==> config.mk <==
export PLATFORM = sky130hd
export DESIGN_NAME = am_mult_arbiter_flat
export DESIGN_NICKNAME = d
export VERILOG_FILES = /design/src/rtl/am_mult_arbiter_pkg.sv /design/src/rtl/am_mult_arbiter_if.sv /design/src/rtl/am_mult_arbiter_pipe.sv /design/src/rtl/am_mult_arbiter.sv /design/src/flat_wrapper.sv
export SDC_FILE = /design/constraint.sdc
export NUM_CORES = 1
export LEC_CHECK = 0
export CORE_MARGIN = 1
export CORE_UTILIZATION = 50
export DETAILED_ROUTE_END_ITERATION = 10
export HOLD_SLACK_MARGIN = 0.08
export PLACE_DENSITY = 0.86
export SLEW_MARGIN = 10
export SYNTH_ARGS = -nofsm -noshare
export SYNTH_HDL_FRONTEND = slang
export SYNTH_SLANG_ARGS = --single-unit
==> constraint.sdc <==
create_clock -name clk -period 5.4 [get_ports clk]
set_input_delay 0.54 -clock clk [delete_from_list [all_inputs] [get_ports clk]]
set_output_delay 0.54 -clock clk [all_outputs]
set_load 0.02 [all_outputs]
==> src/rtl/am_mult_arbiter_pkg.sv <==
// Shared constants and helpers for the round-robin multiplier arbiter.
package am_pkg;

  localparam int unsigned AM_N_REQ_DEF     = 4;
  localparam int unsigned AM_CARRIER_W_DEF = 8;
  localparam int unsigned AM_SIGNAL_W_DEF  = 8;
  localparam int unsigned AM_OUT_W_DEF     = 8;
  localparam int unsigned AM_MULT_LAT      = 2;
  localparam int unsigned AM_GRANT_CNT_W   = 16;

  function automatic int unsigned am_min(input int unsigned a, input int unsigned b);
    return (a < b) ? a : b;
  endfunction

endpackage

==> src/rtl/am_mult_arbiter_if.sv <==
// Request/response bus between requesters and the shared multiplier.
// grant_cnt exists only when AM_ARB_GRANT_CNT_EN is defined.
interface am_mult_arbiter_if
  import am_pkg::*;
#(
  parameter int unsigned N_REQ     = AM_N_REQ_DEF,
  parameter int unsigned CARRIER_W = AM_CARRIER_W_DEF,
  parameter int unsigned SIGNAL_W  = AM_SIGNAL_W_DEF,
  parameter int unsigned OUT_W     = AM_OUT_W_DEF
) ();

  localparam int unsigned RW = am_min(CARRIER_W + SIGNAL_W, OUT_W);

  logic                          enable;
  logic [N_REQ-1:0]              req_valid;
  logic [N_REQ*CARRIER_W-1:0]    req_carrier;
  logic [N_REQ*SIGNAL_W-1:0]     req_signal;
  logic [N_REQ-1:0]              req_ready;
  logic [N_REQ-1:0]              rsp_valid;
  logic [RW-1:0]                 rsp_data;
  logic                          busy;
`ifdef AM_ARB_GRANT_CNT_EN
  logic [N_REQ*AM_GRANT_CNT_W-1:0] grant_cnt;
`endif

  modport slave (
    input  enable, req_valid, req_carrier, req_signal,
`ifdef AM_ARB_GRANT_CNT_EN
    output grant_cnt,
`endif
    output req_ready, rsp_valid, rsp_data, busy
  );

  modport master (
    output enable, req_valid, req_carrier, req_signal,
`ifdef AM_ARB_GRANT_CNT_EN
    input  grant_cnt,
`endif
    input  req_ready, rsp_valid, rsp_data, busy
  );

endinterface

==> src/rtl/am_mult_arbiter_pipe.sv <==
// Two-stage unsigned multiplier: operand register then product register,
// with a valid bit and requester index travelling alongside the data.
module am_mult_pipe #(
  parameter int unsigned CARRIER_W = 8,
  parameter int unsigned SIGNAL_W  = 8,
  parameter int unsigned RW        = 8,
  parameter int unsigned IDX_W     = 2
) (
  input  logic                 clk,
  input  logic                 rst,
  input  logic                 i_valid,
  input  logic [IDX_W-1:0]     i_idx,
  input  logic [CARRIER_W-1:0] i_carrier,
  input  logic [SIGNAL_W-1:0]  i_signal,
  output logic                 o_valid,
  output logic [IDX_W-1:0]     o_idx,
  output logic [RW-1:0]        o_data,
  output logic                 o_busy
);

  logic                 r_s1_valid;
  logic [IDX_W-1:0]     r_s1_idx;
  logic [CARRIER_W-1:0] r_s1_carrier;
  logic [SIGNAL_W-1:0]  r_s1_signal;
  logic                 r_s2_valid;
  logic [IDX_W-1:0]     r_s2_idx;
  logic [RW-1:0]        r_s2_data;
  logic [RW-1:0]        w_prod;

  // Low RW bits of a product depend only on the low RW bits of each operand.
  assign w_prod = RW'(r_s1_carrier) * RW'(r_s1_signal);

  always_ff @(posedge clk or posedge rst) begin
    if (rst) begin
      r_s1_valid   <= 1'b0;
      r_s1_idx     <= '0;
      r_s1_carrier <= '0;
      r_s1_signal  <= '0;
    end else begin
      r_s1_valid <= i_valid;
      if (i_valid) begin
        r_s1_idx     <= i_idx;
        r_s1_carrier <= i_carrier;
        r_s1_signal  <= i_signal;
      end
    end
  end

  // Product register only loads on a valid beat so the bus holds its last value.
  always_ff @(posedge clk or posedge rst) begin
    if (rst) begin
      r_s2_valid <= 1'b0;
      r_s2_idx   <= '0;
      r_s2_data  <= '0;
    end else begin
      r_s2_valid <= r_s1_valid;
      if (r_s1_valid) begin
        r_s2_idx  <= r_s1_idx;
        r_s2_data <= w_prod;
      end
    end
  end

  assign o_valid = r_s2_valid;
  assign o_idx   = r_s2_idx;
  assign o_data  = r_s2_data;
  assign o_busy  = r_s1_valid | r_s2_valid;

endmodule

==> src/rtl/am_mult_arbiter.sv <==
// Round-robin arbiter sharing one pipelined multiplier among N_REQ requesters.
// Optional per-requester grant counters enabled by AM_ARB_GRANT_CNT_EN.
module am_mult_arbiter
  import am_pkg::*;
#(
  parameter int unsigned N_REQ     = AM_N_REQ_DEF,
  parameter int unsigned CARRIER_W = AM_CARRIER_W_DEF,
  parameter int unsigned SIGNAL_W  = AM_SIGNAL_W_DEF,
  parameter int unsigned OUT_W     = AM_OUT_W_DEF
) (
  input logic             clk,
  input logic             rst,
  am_mult_arbiter_if.slave bus
);

  localparam int unsigned RW    = am_min(CARRIER_W + SIGNAL_W, OUT_W);
  localparam int unsigned IDX_W = $clog2(N_REQ);

  logic [IDX_W-1:0]     r_ptr;
  logic [IDX_W-1:0]     w_ptr_nxt;
  logic [IDX_W-1:0]     w_scan;
  logic [IDX_W-1:0]     w_grant_idx;
  logic                 w_found;
  logic [N_REQ-1:0]     w_grant;
  logic [CARRIER_W-1:0] w_carrier;
  logic [SIGNAL_W-1:0]  w_signal;
  logic                 w_pipe_valid;
  logic [IDX_W-1:0]     w_pipe_idx;
  logic [RW-1:0]        w_pipe_data;
  logic                 w_pipe_busy;
  logic [N_REQ-1:0]     w_rsp_valid;

  // First valid requester at or after the pointer wins; gated off in reset.
  always_comb begin
    w_scan      = '0;
    w_grant_idx = '0;
    w_found     = 1'b0;
    w_grant     = '0;
    if (!rst && bus.enable) begin
      for (int unsigned k = 0; k < N_REQ; k++) begin
        w_scan = IDX_W'((32'(r_ptr) + k) % N_REQ);
        if (!w_found && bus.req_valid[w_scan]) begin
          w_found     = 1'b1;
          w_grant_idx = w_scan;
        end
      end
    end
    if (w_found) begin
      w_grant[w_grant_idx] = 1'b1;
    end
  end

  assign w_ptr_nxt = (w_grant_idx == IDX_W'(N_REQ - 1)) ? '0 : w_grant_idx + IDX_W'(1);

  always_ff @(posedge clk or posedge rst) begin
    if (rst) begin
      r_ptr <= '0;
    end else if (w_found) begin
      r_ptr <= w_ptr_nxt;
    end
  end

  assign w_carrier = bus.req_carrier[w_grant_idx*CARRIER_W +: CARRIER_W];
  assign w_signal  = bus.req_signal[w_grant_idx*SIGNAL_W +: SIGNAL_W];

  am_mult_pipe #(
    .CARRIER_W (CARRIER_W),
    .SIGNAL_W  (SIGNAL_W),
    .RW        (RW),
    .IDX_W     (IDX_W)
  ) u_pipe (
    .clk       (clk),
    .rst       (rst),
    .i_valid   (w_found),
    .i_idx     (w_grant_idx),
    .i_carrier (w_carrier),
    .i_signal  (w_signal),
    .o_valid   (w_pipe_valid),
    .o_idx     (w_pipe_idx),
    .o_data    (w_pipe_data),
    .o_busy    (w_pipe_busy)
  );

  always_comb begin
    w_rsp_valid = '0;
    if (w_pipe_valid) begin
      w_rsp_valid[w_pipe_idx] = 1'b1;
    end
  end

  assign bus.req_ready = w_grant;
  assign bus.rsp_valid = w_rsp_valid;
  assign bus.rsp_data  = w_pipe_data;
  assign bus.busy      = w_pipe_busy;

`ifdef AM_ARB_GRANT_CNT_EN
  logic [N_REQ-1:0][AM_GRANT_CNT_W-1:0] r_grant_cnt;

  always_ff @(posedge clk or posedge rst) begin
    if (rst) begin
      r_grant_cnt <= '0;
    end else begin
      for (int unsigned i = 0; i < N_REQ; i++) begin
        if (w_grant[i]) begin
          r_grant_cnt[i] <= r_grant_cnt[i] + AM_GRANT_CNT_W'(1);
        end
      end
    end
  end

  assign bus.grant_cnt = r_grant_cnt;
`endif

endmodule
==> src/flat_wrapper.sv <==
// flat-port wrapper written by rule: the top's interface ports become plain ports
module am_mult_arbiter_flat import am_pkg::*;
#(
  parameter int unsigned N_REQ     = AM_N_REQ_DEF,
  parameter int unsigned CARRIER_W = AM_CARRIER_W_DEF,
  parameter int unsigned SIGNAL_W  = AM_SIGNAL_W_DEF,
  parameter int unsigned OUT_W     = AM_OUT_W_DEF
)
  (clk, rst, bus_enable, bus_req_valid, bus_req_carrier, bus_req_signal, bus_req_ready, bus_rsp_valid, bus_rsp_data, bus_busy);
  am_mult_arbiter_if #(.N_REQ(N_REQ), .CARRIER_W(CARRIER_W), .SIGNAL_W(SIGNAL_W), .OUT_W(OUT_W)) bus_i ();
  input logic clk;
  input logic rst;
  input wire logic [$bits(bus_i.enable)-1:0] bus_enable;
  input wire logic [$bits(bus_i.req_valid)-1:0] bus_req_valid;
  input wire logic [$bits(bus_i.req_carrier)-1:0] bus_req_carrier;
  input wire logic [$bits(bus_i.req_signal)-1:0] bus_req_signal;
  output wire logic [$bits(bus_i.req_ready)-1:0] bus_req_ready;
  output wire logic [$bits(bus_i.rsp_valid)-1:0] bus_rsp_valid;
  output wire logic [$bits(bus_i.rsp_data)-1:0] bus_rsp_data;
  output wire logic [$bits(bus_i.busy)-1:0] bus_busy;
  assign bus_i.enable = bus_enable;
  assign bus_i.req_valid = bus_req_valid;
  assign bus_i.req_carrier = bus_req_carrier;
  assign bus_i.req_signal = bus_req_signal;
  assign bus_req_ready = bus_i.req_ready;
  assign bus_rsp_valid = bus_i.rsp_valid;
  assign bus_rsp_data = bus_i.rsp_data;
  assign bus_busy = bus_i.busy;
  am_mult_arbiter #(.N_REQ(N_REQ), .CARRIER_W(CARRIER_W), .SIGNAL_W(SIGNAL_W), .OUT_W(OUT_W)) u_core (.clk(clk), .rst(rst), .bus(bus_i));
endmodule
==> summary.txt <==
Main metrics from the flow reports.

The run finished with clean final reports. The post-synthesis instance area came out at 0.00266 mm2. The number of clock buffers in the layout is 8. In the setup report, the worst path falls into the class register to register. The synthesized chip area reported by yosys is 0.00266 mm2.

The cell with the most instances after synthesis is dfrtp_1. The required time of the worst setup path is 5.61 ns. Per the cell usage report, the commonest logic cell in the layout is clkdlybuf4s50_1. According to the hold report, the worst path is of the register to register type.

The post-route total power came out at 0.00221 W. The register area share after synthesis is 0.301. The flip-flop and latch count after synthesis is 32. The number of gates on the worst path with buffers counted came out at 12. 199 cells are multi-input combinational gates. The top cell class by occupied area is combinational gates. The sequential cell fraction of total power came out at 0.184.

The hold slack is 0.511 ns. The slowest stage cell on the critical path is fa_1. The number of antenna violations at the first check in global routing is 0. The part of the power in the clock network is 0.085.

The final core utilization is 0.714. The post-synthesis xor/xnor area fraction is 0.0564. For the pin with the worst max-slew slack, the measured transition is 1.03 ns. Routed signal wires occupy layers up through met4.

Checking max transition, the worst relative margin is 0.314. In this run, the synthesized area fraction spent on AND-OR/OR-AND gates is recorded as 0.207. Per the layout report, the design carries 27 non-clock inverters.

The number of endpoints with negative hold slack in the final report came out at 0. The cell family contributing the most delay on the critical path is adder cells. Counting cells, the worst reg-to-reg path comes to 12. The final layout contains 457 nets.

The global routing met1 resource utilization is 0.308. The clock latency at the later pin of the worst-skew pair is 0.28 ns.
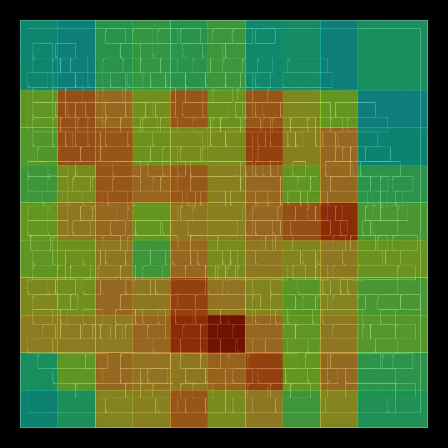
*Routing congestion*
GR met3 Demand/Resource: 0.0616
mean routed wirelength per cell: 15.3 um
routing layer with the top usage in global route: met2
grt met2 use: 0.444
global-route usage over all layers: 0.251

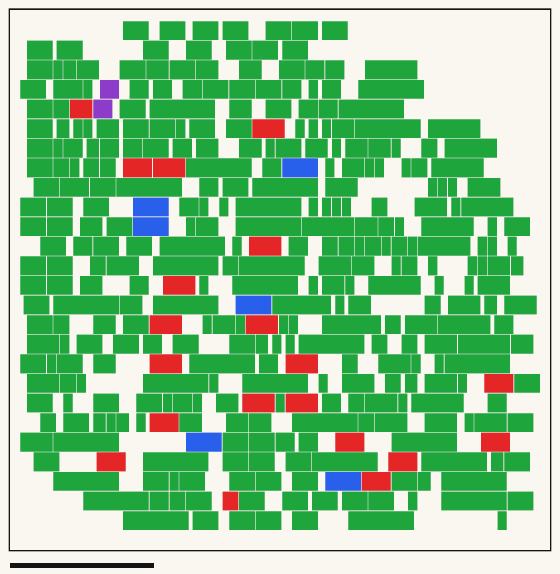
*Drive-strength map*
Scale bar: 20 um.
- drive 1 or less: green (cells 327; share 92%)
- drive 3 to 4: purple (cells 2; share 0.56%)
- drive 6 and up: blue (cells 6; share 1.7%)
- drive 2: red (cells 20; share 5.6%)
area added between synthesis and finish: 37.1%
buffers outside the clock class: 89
least setup slack across all paths after layout: 1.42 ns
post-layout instance area: 0.00365 mm2

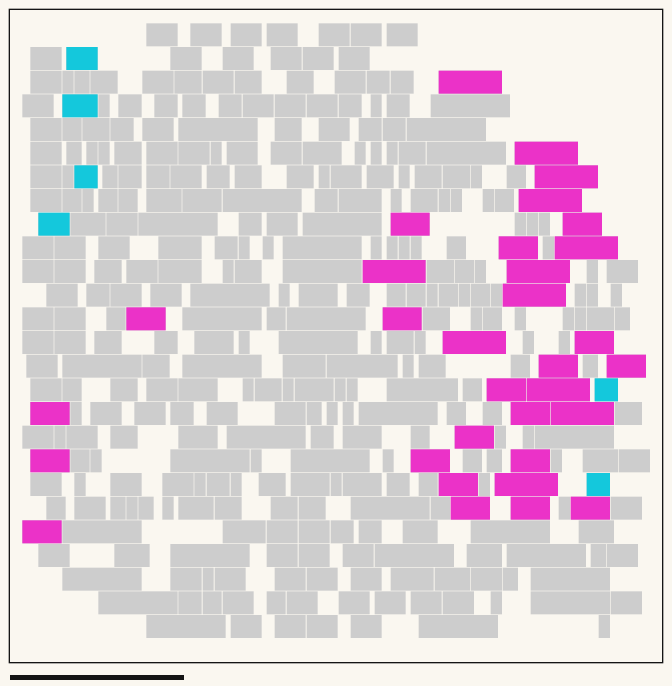
*Selected gate families*
Scale bar: 20 um.
- AND-OR and OR-AND gates: cyan (cells 6)
- adder and majority cells: magenta (cells 32)
number of cells in the finished layout apart from fillers: 425
combinational share of cell area: 0.461

Power figures rest on the tool's default switching activity, not on a simulated workload.
